[src/rtl/ninjin_ddr_pack_pkg.sv]
// Shared widths and drain state encoding for the ninjin write-side burst packer.
package ninjin_ddr_pack_pkg;

  localparam int unsigned DWIDTH    = 16;
  localparam int unsigned BWIDTH    = 2 * DWIDTH;
  localparam int unsigned BURST_MAX = 16;

  typedef enum logic [1:0] {
    D_IDLE,
    D_REQ,
    D_DATA
  } drain_state_e;

endpackage

[src/rtl/ninjin_ddr_pack_bank.sv]
// Ping-pong beat buffer: simple dual-port RAM, one write port, one registered read port.
// The address MSB selects the bank.
module ninjin_ddr_pack_bank #(
  parameter int unsigned Width = 32,
  parameter int unsigned Depth = 32
) (
  input  logic                     clk_i,
  input  logic                     rst_ni,
  input  logic                     we_i,
  input  logic [$clog2(Depth)-1:0] waddr_i,
  input  logic [Width-1:0]         wdata_i,
  input  logic                     re_i,
  input  logic [$clog2(Depth)-1:0] raddr_i,
  output logic [Width-1:0]         rdata_o
);

  logic [Width-1:0] mem_q [Depth];
  logic [Width-1:0] rdata_q;

  always_ff @(posedge clk_i) begin
    if (we_i) begin
      mem_q[waddr_i] <= wdata_i;
    end
  end

  // Read register holds its value while re_i is low, so the beat stays stable under backpressure.
  always_ff @(posedge clk_i or negedge rst_ni) begin
    if (!rst_ni) begin
      rdata_q <= '0;
    end else if (re_i) begin
      rdata_q <= mem_q[raddr_i];
    end
  end

  assign rdata_o = rdata_q;

endmodule

[src/rtl/ninjin_ddr_pack.sv]
// Packs kinpira result words into DDR beats, buffers them in two banks and drains each bank
// as one address request plus a data burst.
module ninjin_ddr_pack
  import ninjin_ddr_pack_pkg::*;
(
  input  logic              clk_i,
  input  logic              xrst_ni,
  input  logic              start_i,
  input  logic [31:0]       base_addr_i,
  input  logic              in_valid_i,
  output logic              in_ready_o,
  input  logic [DWIDTH-1:0] in_data_i,
  input  logic              in_last_i,
  output logic              req_valid_o,
  input  logic              req_ready_i,
  output logic [31:0]       req_addr_o,
  output logic [7:0]        req_len_o,
  output logic              wvalid_o,
  input  logic              wready_i,
  output logic [BWIDTH-1:0] wdata_o,
  output logic              wlast_o,
  output logic              busy_o,
  output logic              done_o
);

  localparam int unsigned IdxW = $clog2(BURST_MAX);
  localparam int unsigned CntW = IdxW + 1;
  localparam logic [CntW-1:0] FullCnt = CntW'(BURST_MAX);

  // Packer state
  logic              busy_q, last_seen_q, fill_bank_q, half_q;
  logic [DWIDTH-1:0] stage_q;
  logic [CntW-1:0]   beat_cnt_q;
  logic [1:0]        bank_ready_q, bank_ready_d, bank_last_q;
  logic [CntW-1:0]   bank_len_q [2];

  // Drain state
  drain_state_e      state_q;
  logic              drain_bank_q;
  logic [CntW-1:0]   rd_idx_q;
  logic [31:0]       ptr_q, req_addr_q;
  logic [7:0]        req_len_q;
  logic              req_valid_q, wvalid_q, wlast_q, done_q;

  logic              start_ok, in_ready, in_fire, we, fill_done, ren, w_fire, rel;
  logic [CntW-1:0]   beat_cnt_inc;
  logic [BWIDTH-1:0] wbeat;

  always_comb begin
    start_ok     = start_i & ~busy_q;
    in_ready     = busy_q & ~last_seen_q & ~bank_ready_q[fill_bank_q];
    in_fire      = in_valid_i & in_ready;
    we           = in_fire & (half_q | in_last_i);
    wbeat        = half_q ? {in_data_i, stage_q} : {{DWIDTH{1'b0}}, in_data_i};
    beat_cnt_inc = beat_cnt_q + CntW'(1);
    fill_done    = we & ((beat_cnt_inc == FullCnt) | in_last_i);
    ren          = (state_q == D_DATA) & (8'(rd_idx_q) <= req_len_q) & (~wvalid_q | wready_i);
    w_fire       = wvalid_q & wready_i;
    rel          = w_fire & wlast_q;
  end

  // Fill and release never target the same bank: a ready bank is never the fill bank.
  always_comb begin
    bank_ready_d = bank_ready_q;
    if (fill_done) bank_ready_d[fill_bank_q] = 1'b1;
    if (rel)       bank_ready_d[drain_bank_q] = 1'b0;
  end

  always_ff @(posedge clk_i or negedge xrst_ni) begin
    if (!xrst_ni) begin
      busy_q        <= 1'b0;
      last_seen_q   <= 1'b0;
      fill_bank_q   <= 1'b0;
      half_q        <= 1'b0;
      stage_q       <= '0;
      beat_cnt_q    <= '0;
      bank_ready_q  <= '0;
      bank_last_q   <= '0;
      bank_len_q[0] <= '0;
      bank_len_q[1] <= '0;
    end else begin
      bank_ready_q <= bank_ready_d;
      if (start_ok) begin
        busy_q      <= 1'b1;
        last_seen_q <= 1'b0;
        fill_bank_q <= 1'b0;
        half_q      <= 1'b0;
        beat_cnt_q  <= '0;
      end else if (in_fire) begin
        if (in_last_i) last_seen_q <= 1'b1;
        if (!half_q && !in_last_i) begin
          stage_q <= in_data_i;
          half_q  <= 1'b1;
        end else begin
          half_q <= 1'b0;
        end
        if (fill_done) begin
          beat_cnt_q               <= '0;
          fill_bank_q              <= ~fill_bank_q;
          bank_len_q[fill_bank_q]  <= beat_cnt_inc;
          bank_last_q[fill_bank_q] <= in_last_i;
        end else if (we) begin
          beat_cnt_q <= beat_cnt_inc;
        end
      end
      if (rel && bank_last_q[drain_bank_q]) busy_q <= 1'b0;
    end
  end

  always_ff @(posedge clk_i or negedge xrst_ni) begin
    if (!xrst_ni) begin
      state_q      <= D_IDLE;
      drain_bank_q <= 1'b0;
      rd_idx_q     <= '0;
      ptr_q        <= '0;
      req_valid_q  <= 1'b0;
      req_addr_q   <= '0;
      req_len_q    <= '0;
      wvalid_q     <= 1'b0;
      wlast_q      <= 1'b0;
      done_q       <= 1'b0;
    end else begin
      done_q <= 1'b0;
      if (start_ok) begin
        ptr_q        <= base_addr_i;
        drain_bank_q <= 1'b0;
      end
      // RAM read lags by one cycle, so the beat registers advance together with the read.
      if (ren) begin
        rd_idx_q <= rd_idx_q + CntW'(1);
        wvalid_q <= 1'b1;
        wlast_q  <= (8'(rd_idx_q) == req_len_q);
      end else if (w_fire) begin
        wvalid_q <= 1'b0;
        wlast_q  <= 1'b0;
      end
      unique case (state_q)
        D_IDLE: begin
          if (bank_ready_q[drain_bank_q]) begin
            state_q     <= D_REQ;
            req_valid_q <= 1'b1;
            req_addr_q  <= ptr_q;
            req_len_q   <= 8'(bank_len_q[drain_bank_q]) - 8'd1;
          end
        end
        D_REQ: begin
          if (req_ready_i) begin
            state_q     <= D_DATA;
            req_valid_q <= 1'b0;
            rd_idx_q    <= '0;
            ptr_q       <= ptr_q + ((32'(req_len_q) + 32'd1) << 2);
          end
        end
        D_DATA: begin
          if (rel) begin
            drain_bank_q <= ~drain_bank_q;
            done_q       <= bank_last_q[drain_bank_q];
            if (bank_ready_q[~drain_bank_q]) begin
              state_q     <= D_REQ;
              req_valid_q <= 1'b1;
              req_addr_q  <= ptr_q;
              req_len_q   <= 8'(bank_len_q[~drain_bank_q]) - 8'd1;
            end else begin
              state_q <= D_IDLE;
            end
          end
        end
        default: state_q <= D_IDLE;
      endcase
    end
  end

  ninjin_ddr_pack_bank #(
    .Width(BWIDTH),
    .Depth(2 * BURST_MAX)
  ) u_bank (
    .clk_i  (clk_i),
    .rst_ni (xrst_ni),
    .we_i   (we),
    .waddr_i({fill_bank_q, beat_cnt_q[IdxW-1:0]}),
    .wdata_i(wbeat),
    .re_i   (ren),
    .raddr_i({drain_bank_q, rd_idx_q[IdxW-1:0]}),
    .rdata_o(wdata_o)
  );

  assign in_ready_o  = in_ready;
  assign req_valid_o = req_valid_q;
  assign req_addr_o  = req_addr_q;
  assign req_len_o   = req_len_q;
  assign wvalid_o    = wvalid_q;
  assign wlast_o     = wlast_q;
  assign busy_o      = busy_q;
  assign done_o      = done_q;

endmodule

[config.mk]
export PLATFORM = sky130hd
export DESIGN_NAME = ninjin_ddr_pack
export DESIGN_NICKNAME = d
export VERILOG_FILES = /design/src/rtl/ninjin_ddr_pack_pkg.sv /design/src/rtl/ninjin_ddr_pack_bank.sv /design/src/rtl/ninjin_ddr_pack.sv
export SDC_FILE = /design/constraint.sdc
export NUM_CORES = 1
export LEC_CHECK = 0
export ABC_AREA = 0
export ABC_CLOCK_PERIOD_IN_PS = 5000
export CORE_ASPECT_RATIO = 1.1
export CORE_MARGIN = 1
export CORE_UTILIZATION = 36
export CTS_CLUSTER_DIAMETER = 30
export CTS_CLUSTER_SIZE = 30
export DETAILED_ROUTE_END_ITERATION = 8
export DONT_BUFFER_PORTS = 1
export MAX_ROUTING_LAYER = met4
export SLEW_MARGIN = 20
export SYNTH_ARGS = -nofsm -noshare
export SYNTH_HDL_FRONTEND = slang
export SYNTH_SLANG_ARGS = --single-unit
[constraint.sdc]
create_clock -name clk_i -period 5 [get_ports clk_i]
set_clock_uncertainty 0.05 [all_clocks]
set_input_delay 1 -clock clk_i [delete_from_list [all_inputs] [get_ports clk_i]]
set_output_delay 1 -clock clk_i [all_outputs]
set_load 0.01 [all_outputs]
**Run 1: track usage over the die**

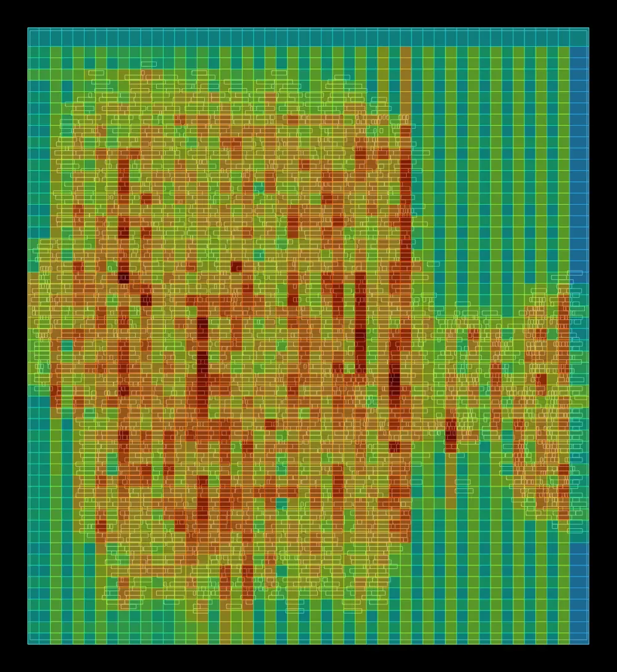
final core occ: 44.24%
DR WL/cell: 25.99 um
GRT Util Overall: 18.18%
GR peak layer: met2
met1 usage: 22.31%

**Run 1: local utilization**

Bar = 100 um. The die is cut into 34 by 38 equal tiles; black is low, pale yellow is high, 0 to 100% covered.
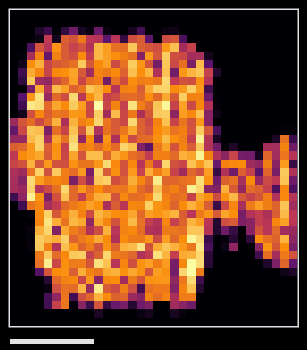
tiles over 75% full: 21%
fullest tile: 100%
nearly empty tiles: 32%
densest ninth of the die: centre
mean over tiles: 42%
Pre-Place Util: 36.31%
core area: 0.1268 mm2

**Run 1: nets reached from selected ports**

Bar = 100 um.
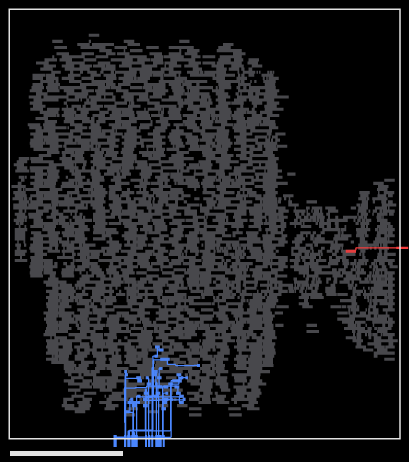
[blue] in_data_i | bits: 16 | direction: input | edge: bottom | end cells: 48 | buffers: 0 | wire: 1220 um
[red] done_o | bits: 1 | direction: output | edge: right | end cells: 1 | buffers: 0 | wire: 40.2 um
port buffer count: 0
IO Count: 133

==> run summary, run 1 <==
run metrics: outcome finished clean, critical-path maximum fanout 24, area leader, netlist edfxtp_1, Switch Pwr 10.40 mW, CTS Buf Count 214, Post-synth EDFFs 1024, Critical Path Start Type flop, reg-to-reg endpoint u_bank.mem_q[10][4], Synth Register Bits 1177, CP max stage delay 980 ps, Total Wirelength 113300 um, antenna-violating nets left 0, Die W 343.1 um, max reg flops 1024, clock-pin transition on the worst setup and hold timing paths 60 ps, Insertion Delay late pin 780 ps, crit path cell chain mux2_1 > nor4bb_1 > buf_4 > nor2b_1 > nand2_1 > nor2_4 > buf_4, critical path type reg -> reg, setup TNS 0 ps, Floorplan Nets 2427, synth-to-layout area growth 21.83%, Critical path buffers and inverters 2, Period minus WS final 4390 ps, CTS tree built, max_slew headroom 23.63%, Crit. path cell count 7, Unique cell types 67, Fin. Hold Viols 0, post-DP HPWL 66140 um, aoi share 4.767%, nets 2582, Std-Cell Rows 137, grt total ovfl 0, 1st-pass router iterations 5, Sequential Power 13.1 mW, XOR/XNOR Area Share 0.3993%, most used logic cell in the final layout edfxtp_1
==> run 1: routing by layer <==
metal / up-vias / wire (um) / GRT usage, %
li1: 10034 / - / -
met5: - / 0 / -
met4: 0 / 3274 / 6.507
met1: 12417 / 44700 / 22.31
met2: 948 / 57310 / 29.88
met3: 207 / 8050 / 3.582
==> run 1: final cells by class <==
type,count,area (um2),share of cell area [%]
clock buffers,244,5570,9.926
flip-flops and latches,1177,34590,61.64
well taps,1668,2087,3.719
clock inverters,160,1780,3.173
multi-input cells,1023,11150,19.87
repair buffers,71,873.3,1.556
inverters,18,67.56,0.1204
==> run 1: repair_timing <==
action	4_1_cts	5_1_grt
endpoints found under the hold margin	153	0
setup buffers	0	0
hold buffers	1	0
**Run 1: placement by cell class**

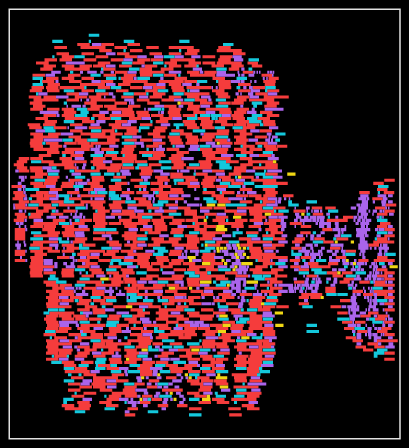

## Run 2: what changed since run 1
==> constraint.sdc (replaced) <==
create_clock -name clk_i -period 5 [get_ports clk_i]
set_clock_uncertainty 0.05 [all_clocks]
set_input_delay 0.5 -clock clk_i [delete_from_list [all_inputs] [get_ports clk_i]]
set_output_delay 0.5 -clock clk_i [all_outputs]
set_load 0.01 [all_outputs]
**Run 2: placement by cell class**

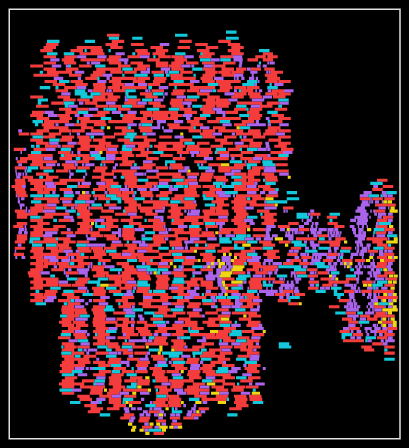
[cyan] clock drivers and dummy loads | cells: 403 | share of their area: 14%
[yellow] remaining buffers and delay cells | cells: 126 | share of their area: 2.5%
[purple] combinational and other logic | cells: 1041 | share of their area: 20%
[red] sequential cells | cells: 1177 | share of their area: 63%
final core occ: 44.84%
Seq area share: 60.82%

==> run 2 against run 1 <==
Effect of this change: critical endpoint is now u_bank.mem_q[11][5]; combinational power is 0.5% higher; first-iteration DRC count up 6.6%; synthesized cell count is the same; synthesized area is the same; sequential share of layout area shrank 0.82 points; global-route usage rose by 0.43 points; sequential cell count unchanged; worst setup slack improved by 19 ps; final area up 1.3%; sequential power barely moved.
==> run summary, run 2 <==
run metrics: Clock power frac 41.8%, synth-to-layout area growth 23.47%, Synth Register Bits 1177, most used logic cell in the final layout edfxtp_1, post_cts resized 0, Std-Cell Rows 137, Period minus WS final 4371 ps, # clock sinks 1177, # DRC 0, critical-path maximum fanout 24, 1st-pass router iterations 7, Floorplan Nets 2427, Final Cycle Share 87.42%, max_cap viols 0, yosys stat area 0.04606 mm2, setup TNS 0 ps, non-filler cells, final 4417, Place WS 700.4 ps, met2 GRT Util 30.32%, reg-to-reg endpoint u_bank.mem_q[11][5], max_slew headroom 28.31%, Worst Tran Pin Value 1073 ps, outcome finished clean, Sequential Power 13.1 mW, asr flop ratio synth 13.00%, CTS tree built, vias 23958, Pre-Place Util 36.31%, Total Wirelength 115100 um, IO Count 133, max reg flops 1024, nets 2635, Top-area cell share 66.76%, port buffer count 0, antenna-violating nets left 0, grt total ovfl 0, part of the power in registers 37.0%, met1 usage 22.69%, MUX area fraction 14.75%, GRT Util Overall 18.61%, Critical Path Start Type flop, Post-CTS Setup Bufs 0, Synth area leaders edfxtp_1 (67%), mux4_2 (13%), dfrtp_1 (8.3%), Die W 343.1 um, CTS Buf Count 212, Worst Reg2Reg Path Length in Cells 7, critical path type reg -> reg, hold crit path type in -> reg, clock root buffer clkbuf_16, CTS hold repair buffers 53, Post-synth EDFFs 1024, Insertion Delay late pin 800 ps, Fin. Hold Viols 0, aoi share 4.767%, met3 Use GR 4.000%, DR WL/cell 26.05 um, post-DP HPWL 66000 um, GR peak layer met2, Switch Pwr 10.57 mW, clock-pin transition on the worst setup and hold timing paths 50 ps, area leader, netlist edfxtp_1, power per cell area 623.4 mW/mm2, core area 0.1268 mm2, Unique cell types 67, XOR/XNOR Area Share 0.3993%
**Run 2: power grid**

Bar = 100 um. Pins as bars on the die edge.
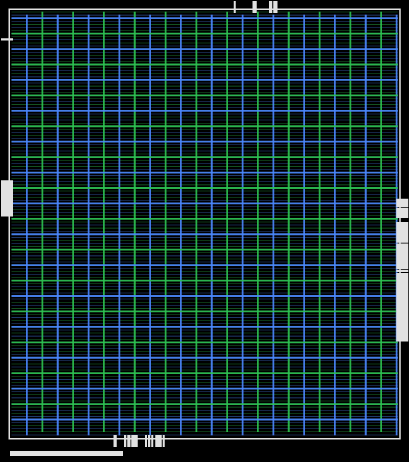
[green] VDD
[blue] VSS
met1 rails: 138
met4 straps: 25
met5 straps: 27

-- run 2: cell counts after synthesis --
No cell type changed its count.
-- run 2: critical path, cell delays in order (launching register included) --
cell and delay, ps:
dfrtp_1 550, mux2_1 400, nor4bb_1 290, buf_4 200, nor2b_1 590, nand2_1 670
nor2_4 960, buf_4 330
-- run 2: metal layers --
layer / part of all wire, % / up-vias
met2: 50 / 950
met1: 40 / 12666
met4: 3.3 / 0
met5: 0 / -
met3: 6.8 / 209
li1: - / 10133
-- run 2: cell type report --
type	instances	area [um2]
multi-input combinational	1023	11150
clock inverter	165	2150
sequential	1177	34590
clock buffer	238	5473
inverter	18	67.56
timing repair buffer	126	1354
fill	10629	69970
tap	1668	2087
antenna	2	5.005
**Run 2: track usage over the die**

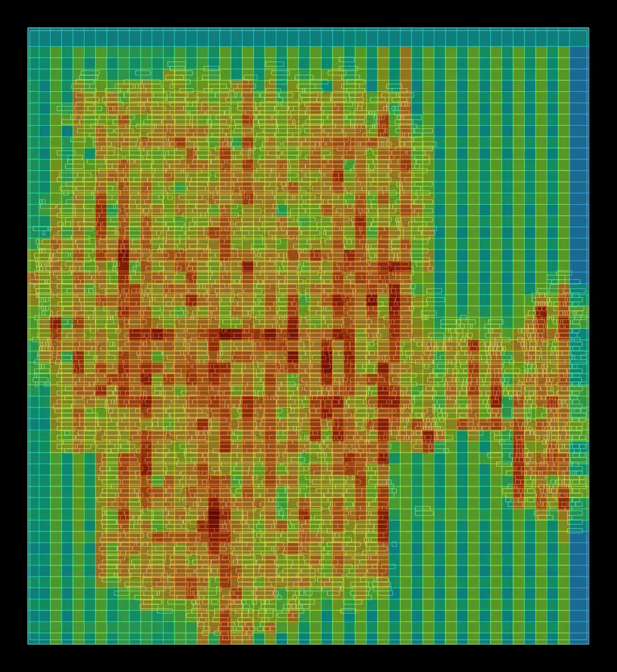

## Run 3: what changed since run 2
--- a/config.mk
+++ b/config.mk
@@ -10,6 +10,7 @@
 export CORE_ASPECT_RATIO = 1.1
 export CORE_MARGIN = 1
 export CORE_UTILIZATION = 36
+export CTS_BUF_LIST = sky130_fd_sc_hd__clkbuf_16
 export CTS_CLUSTER_DIAMETER = 30
 export CTS_CLUSTER_SIZE = 30
 export DETAILED_ROUTE_END_ITERATION = 8
@@ -18,4 +19,5 @@
 export SLEW_MARGIN = 20
 export SYNTH_ARGS = -nofsm -noshare
 export SYNTH_HDL_FRONTEND = slang
+export SYNTH_HIERARCHICAL = 1
 export SYNTH_SLANG_ARGS = --single-unit
**Run 3: track usage over the die**

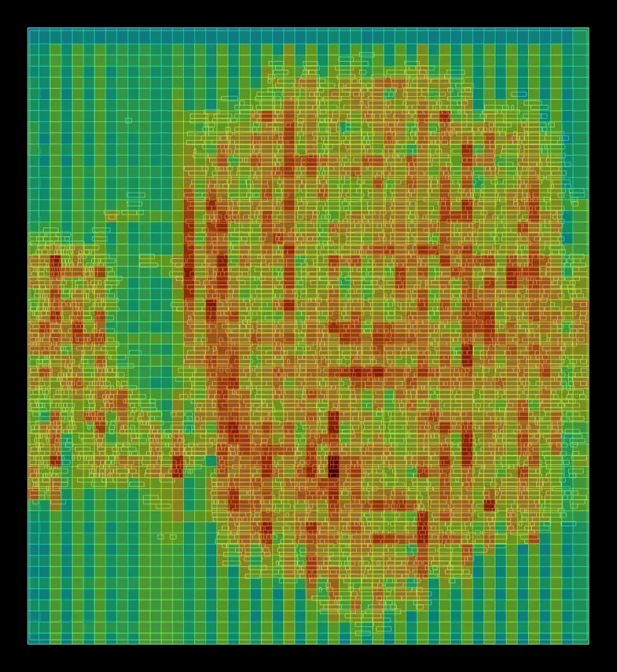
met2 GRT Util: 30.72%
met3 Use GR: 4.471%

**Run 3: nets reached from selected ports**

Bar = 100 um.
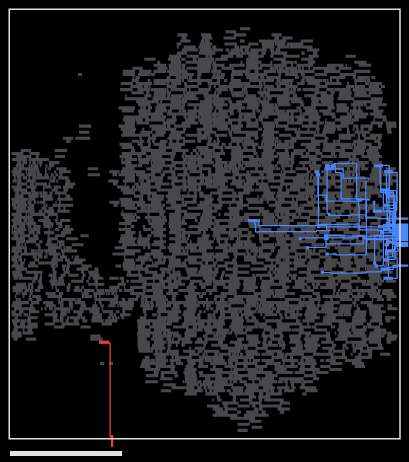
[blue] in_data_i | bits: 16 | direction: input | edge: right | end cells: 48 | buffers: 16 | wire: 1960 um
[red] done_o | bits: 1 | direction: output | edge: bottom | end cells: 1 | buffers: 0 | wire: 87.2 um

==> run 3 against run 2 <==
Effect of this change: sequential share of layout area decreased by 1.7 points; power increased by 4.4%; first-iteration DRC count increased by 20%; via count increased by 11%; worst hold slack improved by 11 ps; synthesized area increased by 2.9%; non-clock buffer count increased by 6; sequential cell count unchanged; register-to-register slack improved by 360 ps; global-route usage increased by 0.66 points.
==> run summary, run 3 <==
run metrics: non-filler cells, final 4991, critical path type reg -> reg, met2 wire length 60730 um, crit path max-delay cell type nor2_4, clkbuf count 239, Crit. path cell count 6, met1 usage 24.64%, Insertion Delay late pin 830 ps, num tapcells 1762, Fin. Hold Viols 0, Die W 348.0 um, most used logic cell in the final layout edfxtp_1, FFs & Latches 1177, top sig layer met4, CTS tree built, post_cts resized 0, yosys stat area 0.04741 mm2, IO Count 133, Total Wirelength 125000 um, metal1 wirelength 52580 um, port buffer count 0, Seq area share 59.08%, antenna fix cells 0, inverters 15, Post-CTS Setup Bufs 0, Filler cells 11153, Logic Gate Count 1464, max_cap viols 0, nets 3099, GR peak layer met2, max reg flops 1024, buffer share of cell area 2.552%, max_slew headroom 25.76%, Period minus WS final 4006 ps, Post-synth EDFFs 1024, Worst Tran Pin Value 1110 ps, grt total ovfl 0, DR WL/cell 25.04 um, Floorplan Nets 2892, die area 0.1332 mm2, FF/Latch Area 0.03458 mm2, outcome finished clean, Max-area cell class flip-flops and latches, hold crit path type in -> reg, logic area 0.01207 mm2, clock-pin transition on the worst setup and hold timing paths 50 ps, Synth area leaders edfxtp_1 (65%), mux2i_1 (11%), dfrtp_1 (8.1%), Top-area cell share 64.85%, CP max stage delay 950 ps, core area 0.1306 mm2, # DRC 0, vias 26567, Final Cycle Share 80.13%, final core occ 44.82%, clock root buffer clkbuf_16, Std-Cell Rows 139, Worst Reg2Reg Path Length in Cells 6, Critical path buffers and inverters 1, MUX area fraction 13.61%, Non-clk bufs 132, XOR/XNOR Area Share 0.2771%, Synth Register Bits 1177, # clock sinks 1177, setup TNS 0 ps, GRT Util Overall 19.28%, critical-path maximum fanout 16, Pre-Place Util 36.30%, Clock power frac 42.0%, DR WL met3 9505 um, post-DP HPWL 68660 um, crit path cell chain mux2_2 > nand4bb_4 > nor2_1 > nand3b_1 > nor2_4 > buf_4, asr flop ratio synth 13.00%, 1st-pass router iterations 6
run 3: netlist changes by cell type after synthesis, moves of 29 or more:
cell,delta
buf_6,+32
nor2_1,-35
mux2_1,-33
a21oi_1,+29
a22oi_1,+126
mux2_2,+62
mux4_2,-256
mux2i_1,+509
nor4_1,+32
run 3: cells by family after synthesis:
| family | count (synthesis) |
|---|---|
| muxes | 631 |
| adders and majority gates | 19 |
| AOI/OAI and AO/OA | 496 |
| DFF | 1177 |
| xor gates and xnor gates | 15 |
| and+or+nand+nor | 303 |
| buffers and inverters | 177 |
run 3: worst reg2reg max path: cells and delay by family, from the launching register on:
kind | cells | cell delay (ps)
and+or+nand+nor | 4 | 2320
muxes | 1 | 420
DFF | 1 | 620
buffers and inverters | 1 | 330
Power figures rest on the tool's default switching activity, not on a simulated workload.
